Fig. 1: layout detail
The bar under the picture is 10 um long. Window x 75 to 115, y 26 to 66 um. Cells in grey, sequential cells in the stronger grey; small squares are vias.
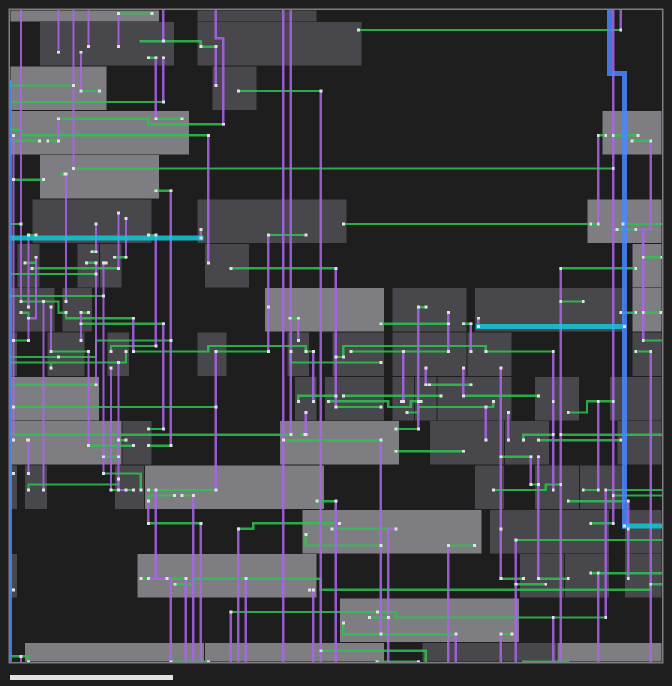
Fig. 2: the metal 1 layer
The bar under the picture is 50 um long. Supply wires on this layer in grey.
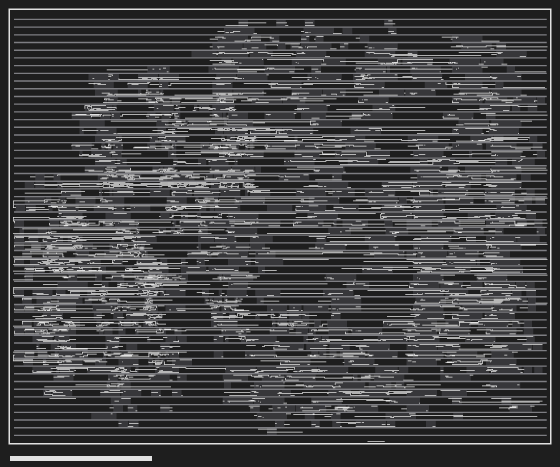
**src/rtl/lab4_net_bus_net_eject_unit.sv**
```systemverilog
`default_nettype none
// ============================================================================
// lab4_net_bus_net_eject_unit : bus-side receive terminal with FIFO, checks, counters
// Revision: 1.0
// ============================================================================
module lab4_net_bus_net_eject_unit #(
   parameter int p_port_id       = 0,
   parameter int p_opaque_nbits  = 8,
   parameter int p_payload_nbits = 32,
   parameter int p_depth         = 4
)(
   input  logic                                          clk,
   input  logic                                          reset,
   input  logic                                          in_val,
   output logic                                          in_rdy,
   input  logic [4+p_opaque_nbits+p_payload_nbits-1:0]   in_msg,
   output logic                                          out_val,
   input  logic                                          out_rdy,
   output logic [4+p_opaque_nbits+p_payload_nbits-1:0]   out_msg,
   input  logic                                          err_clr,
   output logic                                          misroute_err,
   output logic                                          order_err,
   output logic [31:0]                                   recv_count
);

   localparam int c_msg_nbits = 4 + p_opaque_nbits + p_payload_nbits;
   localparam int c_ptr_nbits = $clog2(p_depth);
   localparam int c_cnt_nbits = $clog2(p_depth + 1);
   localparam int c_opq_lsb   = p_payload_nbits;
   localparam int c_src_lsb   = p_payload_nbits + p_opaque_nbits;
   localparam int c_dest_lsb  = c_src_lsb + 2;
   localparam logic [c_cnt_nbits-1:0] c_full_cnt = c_cnt_nbits'(p_depth);
   localparam logic [1:0]             c_port     = 2'(p_port_id);

   logic [c_msg_nbits-1:0]    mem_q [p_depth];
   logic [c_ptr_nbits-1:0]    head_q, head_d;
   logic [c_ptr_nbits-1:0]    tail_q, tail_d;
   logic [c_cnt_nbits-1:0]    count_q, count_d;
   logic [p_opaque_nbits-1:0] exp_q [4];
   logic [p_opaque_nbits-1:0] exp_d [4];
   logic [7:0]                rcnt_q [4];
   logic [7:0]                rcnt_d [4];
   logic                      mis_q, mis_d;
   logic                      ord_q, ord_d;

   logic                      w_full;
   logic                      w_acc;
   logic                      w_enq;
   logic                      w_deq;
   logic                      w_mis_evt;
   logic                      w_ord_evt;
   logic [1:0]                w_in_dest;
   logic [1:0]                w_in_src;
   logic [p_opaque_nbits-1:0] w_in_opq;
   logic [1:0]                w_head_src;

   assign w_in_dest  = in_msg[c_dest_lsb +: 2];
   assign w_in_src   = in_msg[c_src_lsb +: 2];
   assign w_in_opq   = in_msg[c_opq_lsb +: p_opaque_nbits];
   assign w_head_src = out_msg[c_src_lsb +: 2];

   // in_rdy depends only on reset and the registered count, never on out_rdy
   assign w_full  = (count_q == c_full_cnt);
   assign in_rdy  = !reset && !w_full;
   assign out_val = (count_q != '0);
   assign out_msg = mem_q[head_q];

   assign w_acc     = in_val && in_rdy;
   assign w_enq     = w_acc && (w_in_dest == c_port);
   assign w_mis_evt = w_acc && (w_in_dest != c_port);
   assign w_ord_evt = w_acc && (w_in_opq != exp_q[w_in_src]);
   assign w_deq     = out_val && out_rdy;

   always_comb begin
      head_d  = head_q;
      tail_d  = tail_q;
      count_d = count_q;
      if (w_enq) tail_d = tail_q + 1'b1;
      if (w_deq) head_d = head_q + 1'b1;
      case ({w_enq, w_deq})
         2'b10:   count_d = count_q + 1'b1;
         2'b01:   count_d = count_q - 1'b1;
         default: count_d = count_q;
      endcase
   end

   // Expected opaque always reloads so a single gap is flagged exactly once
   always_comb begin
      for (int i = 0; i < 4; i++) begin
         exp_d[i]  = exp_q[i];
         rcnt_d[i] = rcnt_q[i];
      end
      if (w_acc) exp_d[w_in_src] = w_in_opq + 1'b1;
      if (w_deq) rcnt_d[w_head_src] = rcnt_q[w_head_src] + 8'd1;
   end

   always_comb begin
      mis_d = w_mis_evt || (mis_q && !err_clr);
      ord_d = w_ord_evt || (ord_q && !err_clr);
   end

   always_ff @(posedge clk) begin
      if (reset) begin
         head_q  <= '0;
         tail_q  <= '0;
         count_q <= '0;
         mis_q   <= 1'b0;
         ord_q   <= 1'b0;
         for (int i = 0; i < 4; i++) begin
            exp_q[i]  <= '0;
            rcnt_q[i] <= '0;
         end
      end else begin
         head_q  <= head_d;
         tail_q  <= tail_d;
         count_q <= count_d;
         mis_q   <= mis_d;
         ord_q   <= ord_d;
         for (int i = 0; i < 4; i++) begin
            exp_q[i]  <= exp_d[i];
            rcnt_q[i] <= rcnt_d[i];
         end
      end
   end

   // Storage needs no reset; w_enq is already low while reset is asserted
   always_ff @(posedge clk) begin
      if (w_enq) mem_q[tail_q] <= in_msg;
   end

   assign misroute_err = mis_q;
   assign order_err    = ord_q;

   for (genvar s = 0; s < 4; s++) begin : g_recv
      assign recv_count[8*s +: 8] = rcnt_q[s];
   end

endmodule
`default_nettype wire

```
**config.mk**
```make
export PLATFORM = sky130hd
export DESIGN_NAME = lab4_net_bus_net_eject_unit
export DESIGN_NICKNAME = d
export VERILOG_FILES = /design/src/rtl/lab4_net_bus_net_eject_unit.sv
export SDC_FILE = /design/constraint.sdc
export NUM_CORES = 1
export LEC_CHECK = 0
export ABC_CLOCK_PERIOD_IN_PS = 2700
export CORE_ASPECT_RATIO = 0.8
export CORE_UTILIZATION = 35
export CTS_CLUSTER_DIAMETER = 120
export DETAILED_ROUTE_END_ITERATION = 8
export PLACE_DENSITY = 0.55
export SYNTH_ARGS = -nofsm -noshare
export SYNTH_HDL_FRONTEND = slang
export SYNTH_SLANG_ARGS = --single-unit
export TNS_END_PERCENT = 5
```
**constraint.sdc**
```tcl
create_clock -name clk -period 2.7 [get_ports clk]
set_input_delay 0.405 -clock clk [delete_from_list [all_inputs] [get_ports clk]]
set_output_delay 0.405 -clock clk [all_outputs]
set_load 0.02 [all_outputs]
```
==> results.cfg <==
; yosys + openroad results
[clock_network]
cts_hold_buf = 0
clockRootBuffer = clkbuf_16
cts_tree = built
clock-sinks = 251
post_cts.repair.setup_buffers = 0
cts_resized = 40
numCtsBuffers = 26
worstSkewPairLatency_ns = 0.53
clkTransAtPathRegs_ns = 0.06

[outcome]
status = completed

[cells_and_area]
fill_cells = 2406
lay_top_count = edfxtp_1
logic_area_sq_um = 3010
post-route-util = 0.462
drive_gt1_frac = 0.194

[final_timing]
rsz0062_at_grt = true
finalCritPeriodShare = 0.972
fmax_mhz = 381
worst_pin_slew_ns = 0.824
layout_min_cycle_time_ns = 2.62
tns_ns = 0
setup_violations = 0
drv_slew = 0
hold_ws_ns = 0.483
slew_headroom = 0.451
setup_slack_ns = 0.0766

[job]
warnings = 31

[die]
die_area_sq_um = 29200
initial_core_util = 0.361
ios = 129
rows = 54
dieWidth_um = 191
die_y_um = 153

[placed_design]
io_buffers = 128
dp_slack_ns = 0.0869
place_area_sq_um = 11900
dp_hpwl_um = 14000

[pwr]
pwr-share-comb = 0.097
ir_worst_vdd_mv = 0.442
p_sw_mw = 1.88
p_per_area_nw_per_um2 = 657
pwr-share-clk = 0.403
p_total_mw = 8.38

[grt]
grt_max_degree = 78
grt_pass1_vias = 6164
grt-busiest-layer = met2
grt_usage = 0.151
met3_usage = 0.0269
globalRouteMet2Util = 0.247

[routing]
drtIter0Drc = 405
wl_per_cell_um = 18.9
met1_length_um = 10300
ant_nets = 0
met3_wirelength_um = 1100
routed.top_layer = met4

[setup_path]
cp_max_fo = 18
worstReg2RegEnd = rcnt_q[2][6]
worstRegToRegCells = 8
worstSetupPathDepth = 3
end_kind = primary output
cp_data_required_time_ns = 2.30
cp_top_family = buffers and inverters
endpoint = out_msg[10]
critPathKind = register to primary output
rrSetupSlack_ns = 0.10
path_buffers = 2

[synth]
synth-adder-area-share = 0.0108
mux_area_frac = 0.167
synth-seq-cells = 251
top_area_frac = 0.530
yosysWarnings = 0
ff_type = edfxtp_1
ys_chip_area_sq_um = 9970
synth_cell_types = 39
synthCells = 621
xor_area_frac = 0.0193
ys_cells = 621
edf_count = 176
synth_seq_share = 0.681
largest_area_cell = edfxtp_1
most_common_cell = edfxtp_1
common_cells = 176 x edfxtp_1, 76 x nor2_1, 75 x dfxtp_1
synth.cellmix.simpleShare = 0.0649
top_cells_by_area = edfxtp_1 53%, dfxtp_1 15%, mux4_2 12%, mux2i_1 3.7%, nor2_1 2.9%
synthAoiAreaFrac = 0.0354
top_logic_kind = multiplexers

[min_path]
hp-start = misroute_err
min_path_type = register to register
Notes on Fig. 1 above:
- green: met1
- cyan: met3
- purple: met2
- blue: met4
- netlist names of flops here include: `mem_q` (6), `count_q` (3), `tail_q` (2)
- cells with their middle in the window: 49
- sequential cells in the window: 11
- most frequent: edfxtp_1 (6), buf_4 (6)

Notes on Fig. 2 above:
- share of all routed wire: 47%
- main direction: horizontal
GR Util met1: 0.211
drt total wl: 22100 um
routed via count: 5846

-- layout make-up --
class / count / share of cell area
multi-input cells: 325 / 0.235
repair buffers: 169 / 0.131
flip-flops and latches: 251 / 0.532
diodes: 1 / 0.000196
clock inverters: 17 / 0.0110
well taps: 364 / 0.0357
clock buffers: 29 / 0.0519
inverters: 10 / 0.00294
-- flip-flops by register name, summed over array words and instances, names as in the netlist, named ones only --
signal	flops
count_q	3
exp_q	32
head_q	2
mem_q	176
misroute_err	1
order_err	1
rcnt_q	32
tail_q	2
-- power groups by stage --
stage	sequential (mW)	combinational, mW	clock [mW]
CTS	4.20	0.811	3.47
detailed placement	4.28	0.823	0
floorplan	4.29	0.449	0
finish	4.20	0.810	3.37
global placement	4.28	0.810	0
global route	4.20	0.873	3.62
Power and IR drop assume default switching activity.
